$ cat src/rtl/uart_pkg.sv
// Shared UART constants and FSM state type used by the transmitter and by
// the collector's receivers.
package uart_pkg;

    localparam int DATA_W         = 8;
    localparam int CPB_SLOW_DEF   = 16;
    localparam int CPB_FAST_DEF   = 8;
    localparam int FIFO_DEPTH_DEF = 4;

    typedef enum logic [2:0] {
        ST_IDLE,
        ST_START,
        ST_DATA,
        ST_PARITY,
        ST_STOP
    } tx_state_t;

    function automatic logic even_parity(input logic [DATA_W-1:0] d);
        return ^d;
    endfunction

endpackage

$ cat src/rtl/uart_tx_fifo.sv
// Synchronous byte FIFO feeding the UART transmitter; the head byte is
// presented combinationally so a pop can load it on the same edge.
module uart_tx_fifo
    import uart_pkg::*;
#(
    parameter int DEPTH = FIFO_DEPTH_DEF
) (
    input  logic              i_clk,
    input  logic              i_rst,
    input  logic              i_push,
    input  logic              i_pop,
    input  logic [DATA_W-1:0] i_data,
    output logic [DATA_W-1:0] o_head,
    output logic              o_full,
    output logic              o_empty
);

    localparam int PTR_W = (DEPTH > 1) ? $clog2(DEPTH) : 1;
    localparam int CNT_W = PTR_W + 1;

    logic [DATA_W-1:0] mem [DEPTH];
    logic [PTR_W-1:0]  wr_ptr;
    logic [PTR_W-1:0]  rd_ptr;
    logic [CNT_W-1:0]  count;
    logic              push_ok;
    logic              pop_ok;

    // Full is judged on the pre-edge count, so a write into a full FIFO is
    // refused even if a pop frees a slot on the same edge.
    assign push_ok = i_push && !o_full;
    assign pop_ok  = i_pop && !o_empty;

    always_ff @(posedge i_clk or negedge i_rst) begin
        if (!i_rst) begin
            wr_ptr <= '0;
            rd_ptr <= '0;
            count  <= '0;
        end else begin
            if (push_ok) wr_ptr <= wr_ptr + 1'b1;
            if (pop_ok)  rd_ptr <= rd_ptr + 1'b1;
            if (push_ok && !pop_ok)
                count <= count + 1'b1;
            else if (pop_ok && !push_ok)
                count <= count - 1'b1;
        end
    end

    always_ff @(posedge i_clk) begin
        if (push_ok) mem[wr_ptr] <= i_data;
    end

    assign o_head  = mem[rd_ptr];
    assign o_full  = (count == CNT_W'(DEPTH));
    assign o_empty = (count == '0);

endmodule

$ cat src/rtl/uart_frame_tx.sv
// Buffered 8N1 UART transmitter with per-frame baud select. Define
// UART_FRAME_TX_PARITY_EN to insert an even-parity bit before the stop bit.
module uart_frame_tx
    import uart_pkg::*;
#(
    parameter int FIFO_DEPTH = FIFO_DEPTH_DEF,
    parameter int CPB_SLOW   = CPB_SLOW_DEF,
    parameter int CPB_FAST   = CPB_FAST_DEF
) (
    input  logic              i_clk,
    input  logic              i_rst,
    input  logic [DATA_W-1:0] i_D,
    input  logic              i_write,
    input  logic              i_baud,
    output logic              o_tx,
    output logic              o_busy,
    output logic              o_full,
    output logic              o_empty,
    output logic              o_overflow
);

    localparam int CPB_MAX = (CPB_SLOW > CPB_FAST) ? CPB_SLOW : CPB_FAST;
    localparam int BCNT_W  = (CPB_MAX > 1) ? $clog2(CPB_MAX) : 1;
    localparam logic [BCNT_W-1:0] SLOW_LAST = BCNT_W'(CPB_SLOW - 1);
    localparam logic [BCNT_W-1:0] FAST_LAST = BCNT_W'(CPB_FAST - 1);

    tx_state_t         state;
    logic [BCNT_W-1:0] baud_cnt;
    logic [BCNT_W-1:0] cpb_last;
    logic [2:0]        bit_cnt;
    logic [DATA_W-1:0] shifter;
    logic [DATA_W-1:0] head;
    logic              bit_end;
    logic              pop;
`ifdef UART_FRAME_TX_PARITY_EN
    logic              par_bit;
`endif

    assign bit_end = (baud_cnt == cpb_last);
    // A pop at the end of STOP chains the next frame with no idle gap.
    assign pop = !o_empty && ((state == ST_IDLE) || (state == ST_STOP && bit_end));

    uart_tx_fifo #(.DEPTH(FIFO_DEPTH)) u_fifo (
        .i_clk   (i_clk),
        .i_rst   (i_rst),
        .i_push  (i_write),
        .i_pop   (pop),
        .i_data  (i_D),
        .o_head  (head),
        .o_full  (o_full),
        .o_empty (o_empty)
    );

    always_ff @(posedge i_clk or negedge i_rst) begin
        if (!i_rst) o_overflow <= 1'b0;
        else        o_overflow <= i_write && o_full;
    end

    always_ff @(posedge i_clk) begin
        if (pop)
            shifter <= head;
        else if (state == ST_DATA && bit_end)
            shifter <= shifter >> 1;
`ifdef UART_FRAME_TX_PARITY_EN
        if (pop) par_bit <= even_parity(head);
`endif
    end

    always_ff @(posedge i_clk or negedge i_rst) begin
        if (!i_rst) begin
            state    <= ST_IDLE;
            o_tx     <= 1'b1;
            o_busy   <= 1'b0;
            baud_cnt <= '0;
            bit_cnt  <= '0;
            cpb_last <= SLOW_LAST;
        end else if (pop) begin
            state    <= ST_START;
            o_tx     <= 1'b0;
            o_busy   <= 1'b1;
            baud_cnt <= '0;
            bit_cnt  <= '0;
            cpb_last <= i_baud ? FAST_LAST : SLOW_LAST;
        end else begin
            baud_cnt <= bit_end ? '0 : baud_cnt + 1'b1;
            case (state)
                ST_IDLE: begin
                    baud_cnt <= '0;
                end
                ST_START: begin
                    if (bit_end) begin
                        state <= ST_DATA;
                        o_tx  <= shifter[0];
                    end
                end
                ST_DATA: begin
                    if (bit_end) begin
                        if (bit_cnt == 3'd7) begin
                            bit_cnt <= '0;
`ifdef UART_FRAME_TX_PARITY_EN
                            state   <= ST_PARITY;
                            o_tx    <= par_bit;
`else
                            state   <= ST_STOP;
                            o_tx    <= 1'b1;
`endif
                        end else begin
                            bit_cnt <= bit_cnt + 1'b1;
                            o_tx    <= shifter[1];
                        end
                    end
                end
`ifdef UART_FRAME_TX_PARITY_EN
                ST_PARITY: begin
                    if (bit_end) begin
                        state <= ST_STOP;
                        o_tx  <= 1'b1;
                    end
                end
`endif
                ST_STOP: begin
                    // Non-empty FIFO at STOP end is handled by the pop branch.
                    if (bit_end) begin
                        state  <= ST_IDLE;
                        o_busy <= 1'b0;
                    end
                end
                default: begin
                    state  <= ST_IDLE;
                    o_tx   <= 1'b1;
                    o_busy <= 1'b0;
                end
            endcase
        end
    end

endmodule

$ cat config.mk
export PLATFORM = sky130hd
export DESIGN_NAME = uart_frame_tx
export DESIGN_NICKNAME = d
export VERILOG_FILES = /design/src/rtl/uart_pkg.sv /design/src/rtl/uart_tx_fifo.sv /design/src/rtl/uart_frame_tx.sv
export SDC_FILE = /design/constraint.sdc
export NUM_CORES = 1
export LEC_CHECK = 0
export CAP_MARGIN = 15
export CORE_MARGIN = 2
export CORE_UTILIZATION = 62
export DETAILED_ROUTE_END_ITERATION = 16
export PLACE_DENSITY = 0.83
export SLEW_MARGIN = 20
export SYNTH_ARGS = -nofsm -noshare
export SYNTH_HDL_FRONTEND = slang
export SYNTH_SLANG_ARGS = --single-unit
export TNS_END_PERCENT = 30
$ cat constraint.sdc
create_clock -name i_clk -period 3.6 [get_ports i_clk]
set_input_delay 0.72 -clock i_clk [delete_from_list [all_inputs] [get_ports i_clk]]
set_output_delay 0.72 -clock i_clk [all_outputs]
set_load 0.01 [all_outputs]
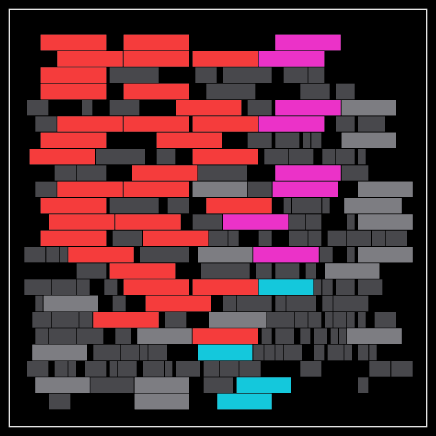
*Where the registers sit, run 1*
Scale: 6 px per um.
| colour | netlist name | placed flops |
|---|---|---|
| magenta | shifter | 8 |
| red | u_fifo.mem | 32 |
| cyan | baud_cnt | 4 |

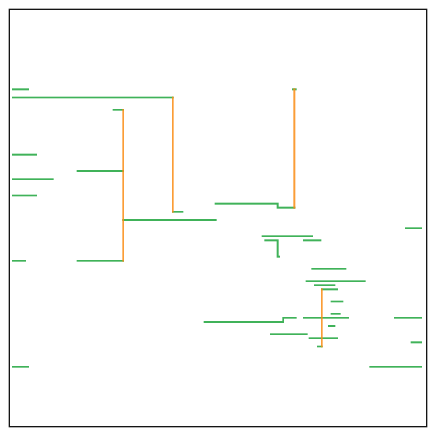
*Signal wires by layer, run 1*
Scale: 6 px per um. Two of the layers only.
| colour | layer | wire length |
|---|---|---|
| orange | metal 4 | 73.4 um |
| green | metal 3 | 189 um |

==> results.cfg, run 1 <==
; physical design summary
[grt]
grt_use_met2_pct = 32.7
grt_max_degree = 22
use_met1_pct = 24.4
top_usage_layer = met2

[run]
warnings = 29

[final_layout]
regArea_mm2 = 0.00173
design_area_mm2 = 0.00300
largest_reg_flops = 32
seqAreaFraction_pct = 57.6
layout-drive-gt1-share_pct = 19.7

[detailed_routing]
via_per_inst = 5.89
met2WireLength_um = 2240
m1WireLength_um = 1860

[setup_path]
worstSetupPathDepth = 3
startpoint = u_fifo.count[0]$_DFFE_PN0P_
cp_data_arrival_time_ns = 1.81
rrSetupSlack_ns = 1.25

[floorplan]
n_tap_cell = 50
core_mm2 = 0.00406

[pwr]
power.density_mw_per_mm2 = 741
ir_drop_v = 0.000416
clk-power_w = 0.000501
p_comb_w = 0.000617
p_clk_share_pct = 22.5

[timing]
finalWorstSetupSlack_ns = 1.07
finClkSkew_ns = 0.00715

[synthesis]
ys_sh_aoi_pct = 4.59
syn_nets = 189
synth_seq_share_pct = 65.3
logic_family = multiplexers

[cts]
postCtsSetupBuffers = 0
path_clk_slew_ns = 0.07

[outcome]
status = completed
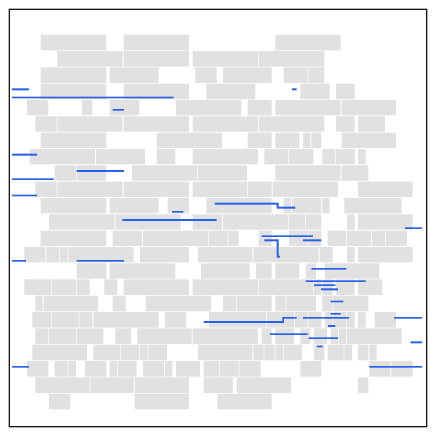
*Met3 routing, run 1*
Scale: 6 px per um.
nets with wire on the layer: 24
longest straight run: 26.7 um
main direction: horizontal
share of all routed wire: 4.3%
wire length on this layer: 189 um

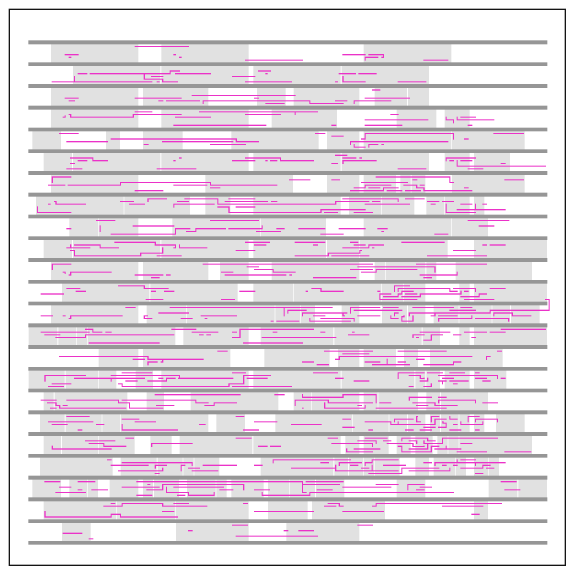
*Met1 routing, run 1*
Scale: 8 px per um. Supply wires on this layer in grey.
longest straight run: 21.2 um
main direction: horizontal
wire length on this layer: 1860 um

### Congestion heat map, run 1

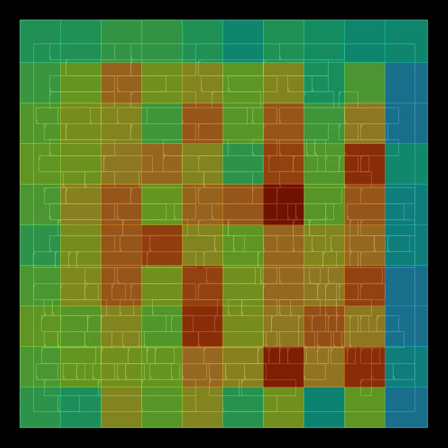

==> run 2, diff against run 1 <==
--- a/config.mk
+++ b/config.mk
@@ -7,9 +7,9 @@
 export LEC_CHECK = 0
 export CAP_MARGIN = 15
 export CORE_MARGIN = 2
-export CORE_UTILIZATION = 62
+export CORE_UTILIZATION = 52
 export DETAILED_ROUTE_END_ITERATION = 16
-export PLACE_DENSITY = 0.83
+export PLACE_DENSITY = 0.74
 export SLEW_MARGIN = 20
 export SYNTH_ARGS = -nofsm -noshare
 export SYNTH_HDL_FRONTEND = slang
==> constraint.sdc (replaced) <==
create_clock -name i_clk -period 2.1 [get_ports i_clk]
set_input_delay 0.42 -clock i_clk [delete_from_list [all_inputs] [get_ports i_clk]]
set_output_delay 0.42 -clock i_clk [all_outputs]
set_load 0.01 [all_outputs]
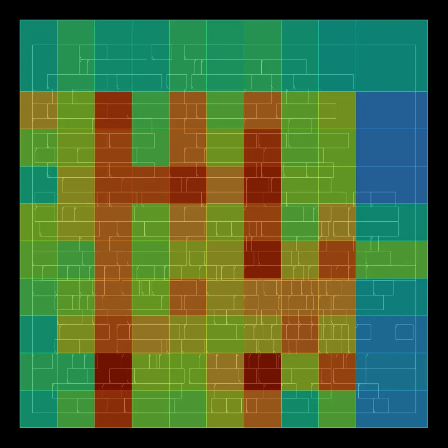
*Congestion heat map, run 2*
total track usage: 19.4%
met3 Resource Use GR: 6.61%
Routed WL per cell: 17.1 um

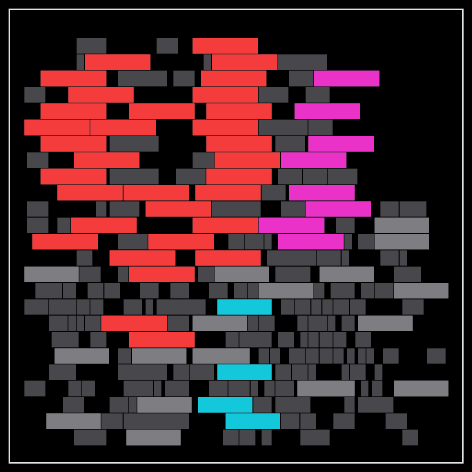
*Where the registers sit, run 2*
Scale: 6 px per um.
| colour | netlist name | placed flops |
|---|---|---|
| cyan | baud_cnt | 4 |
| magenta | shifter | 8 |
| red | u_fifo.mem | 32 |

==> run 2 against run 1 <==
  * Sequential cell count is the same
  * Clock skew fell by 0.0011 ns
  * Total power rose by 85%
  * Critical path depth is the same
  * Largest cell class unchanged
  * Largest power group unchanged
==> results.cfg, run 2 <==
; physical design summary
[final_layout]
clkCellAreaFrac_pct = 5.74
design_area_mm2 = 0.00321
num_antenna_cells = 0
lay_top_cells = edfxtp_1, buf_4, dfrtp_1
regArea_mm2 = 0.00173
seqAreaFraction_pct = 53.9
layout-drive-gt1-share_pct = 29.1
largest_reg_flops = 32

[run]
warnings = 30

[cts]
path_clk_slew_ns = 0.07
postCtsSetupBuffers = 0

[synthesis]
synth_seq_share_pct = 65.3
common_cells = edfxtp_1, dfrtp_1, nor2_1
synthesis.area_mm2 = 0.00265
syn_nets = 189
ys_warn_count = 0
ys_sh_aoi_pct = 4.59
logic_family = multiplexers

[floorplan]
core_mm2 = 0.00482
n_tap_cell = 67
fp_util_pct = 54.9

[setup_path]
cp_data_arrival_time_ns = 1.61
rrSetupSlack_ns = 0.11
worstSetupPathDepth = 3
startpoint = u_fifo.count[0]$_DFFE_PN0P_

[detailed_routing]
via_per_inst = 5.49
wl_met3_um = 218
met2WireLength_um = 2470
first_pass_iters = 4

[timing]
tightest_slew_ns = 0.443
drv_slew = 0
finalCritPeriodShare_pct = 96.7
hold_violations = 0
finalWorstSetupSlack_ns = 0.0701
finClkSkew_ns = 0.00606

[pwr]
ir_drop_v = 0.000724
p_comb_w = 0.00130
p_clk_share_pct = 23.6
power.density_mw_per_mm2 = 1280
clk-power_w = 0.000973

[grt]
grt_use_met2_pct = 31.4
grt_pass1_wl_um = 7730
grt_max_degree = 22
use_met1_pct = 23.6
top_usage_layer = met2
overflow = 0

[placed_design]
portBuffers = 16

[outcome]
status = completed
### Met1 routing, run 2

Scale: 8 px per um. Supply wires on this layer in grey.
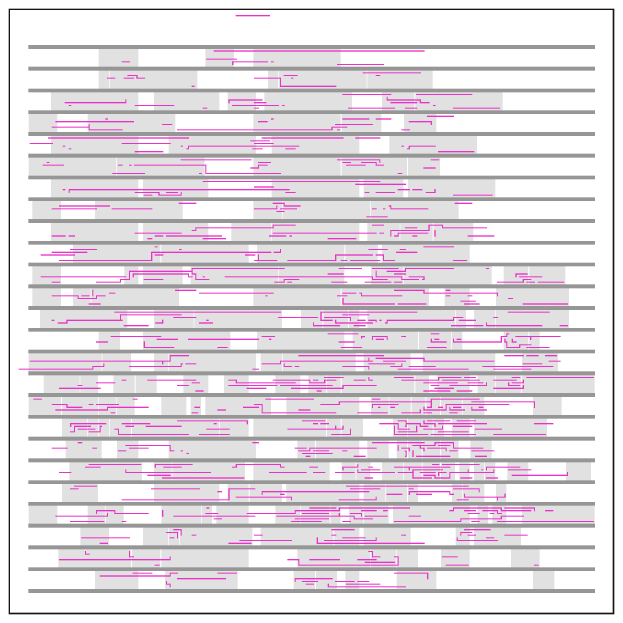

==> run 3, diff against run 2 <==
--- a/config.mk
+++ b/config.mk
@@ -14,4 +14,3 @@
 export SYNTH_ARGS = -nofsm -noshare
 export SYNTH_HDL_FRONTEND = slang
 export SYNTH_SLANG_ARGS = --single-unit
-export TNS_END_PERCENT = 30
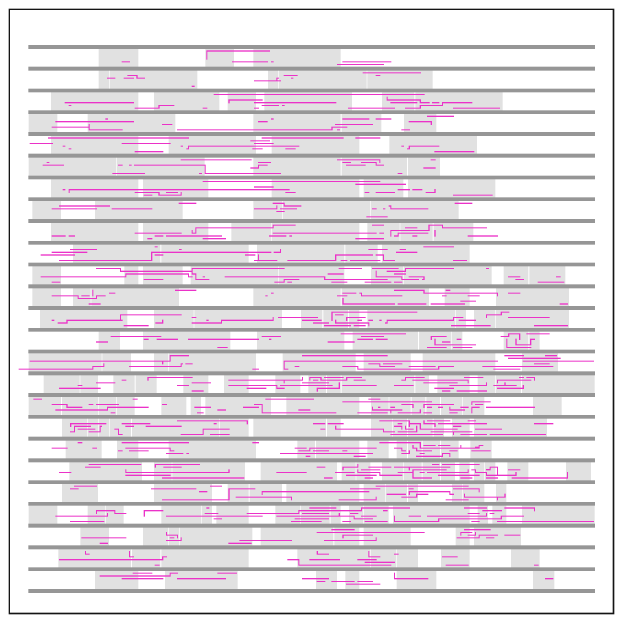
*Met1 routing, run 3*
Scale: 8 px per um. Supply wires on this layer in grey.
met1 Usage GRT: 23.9%
number of vias in the routed layout: 1509

==> run 3 against run 2 <==
  * Routed wire length is 1.5% lower
  * Sequential power barely moved
  * Clock skew is essentially flat
  * Die size unchanged
==> results.cfg, run 3 <==
; physical design summary
[grt]
grt_max_degree = 22
grt_use_met3_pct = 6.61
overflow = 0

[timing]
drv_slew = 0
finClkSkew_ns = 0.00594
tightest_slew_ns = 0.438
hold_violations = 0
finalCritPeriodShare_pct = 96.3
finalWorstSetupSlack_ns = 0.0780

[final_layout]
lay_top_cells = edfxtp_1, dfrtp_1, buf_4
regArea_mm2 = 0.00173
clkCellAreaFrac_pct = 5.77
design_area_mm2 = 0.00319

[pwr]
ir_drop_v = 0.000720
p_comb_w = 0.00129
p_clk_share_pct = 23.7

[synthesis]
synthesis.area_mm2 = 0.00265
synth_seq_share_pct = 65.3
common_cells = edfxtp_1, dfrtp_1, nor2_1
ys_sh_aoi_pct = 4.59
syn_nets = 189

[setup_path]
worstSetupPathDepth = 3
startpoint = u_fifo.count[0]$_DFFE_PN0P_
cp_data_arrival_time_ns = 1.60

[outcome]
status = completed

[cts]
postCtsSetupBuffers = 1
path_clk_slew_ns = 0.06

[floorplan]
fp_util_pct = 54.9
n_tap_cell = 67

[run]
warnings = 29

[detailed_routing]
first_pass_iters = 4
via_per_inst = 5.43

[placed_design]
portBuffers = 16
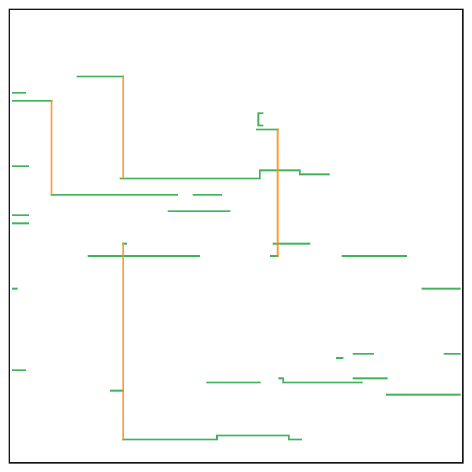
*Signal wires by layer, run 3*
Scale: 6 px per um. Two of the layers only.
| colour | layer | wire length |
|---|---|---|
| orange | metal 4 | 86.4 um |
| green | metal 3 | 229 um |

Power is estimated from default activity; no workload was simulated.
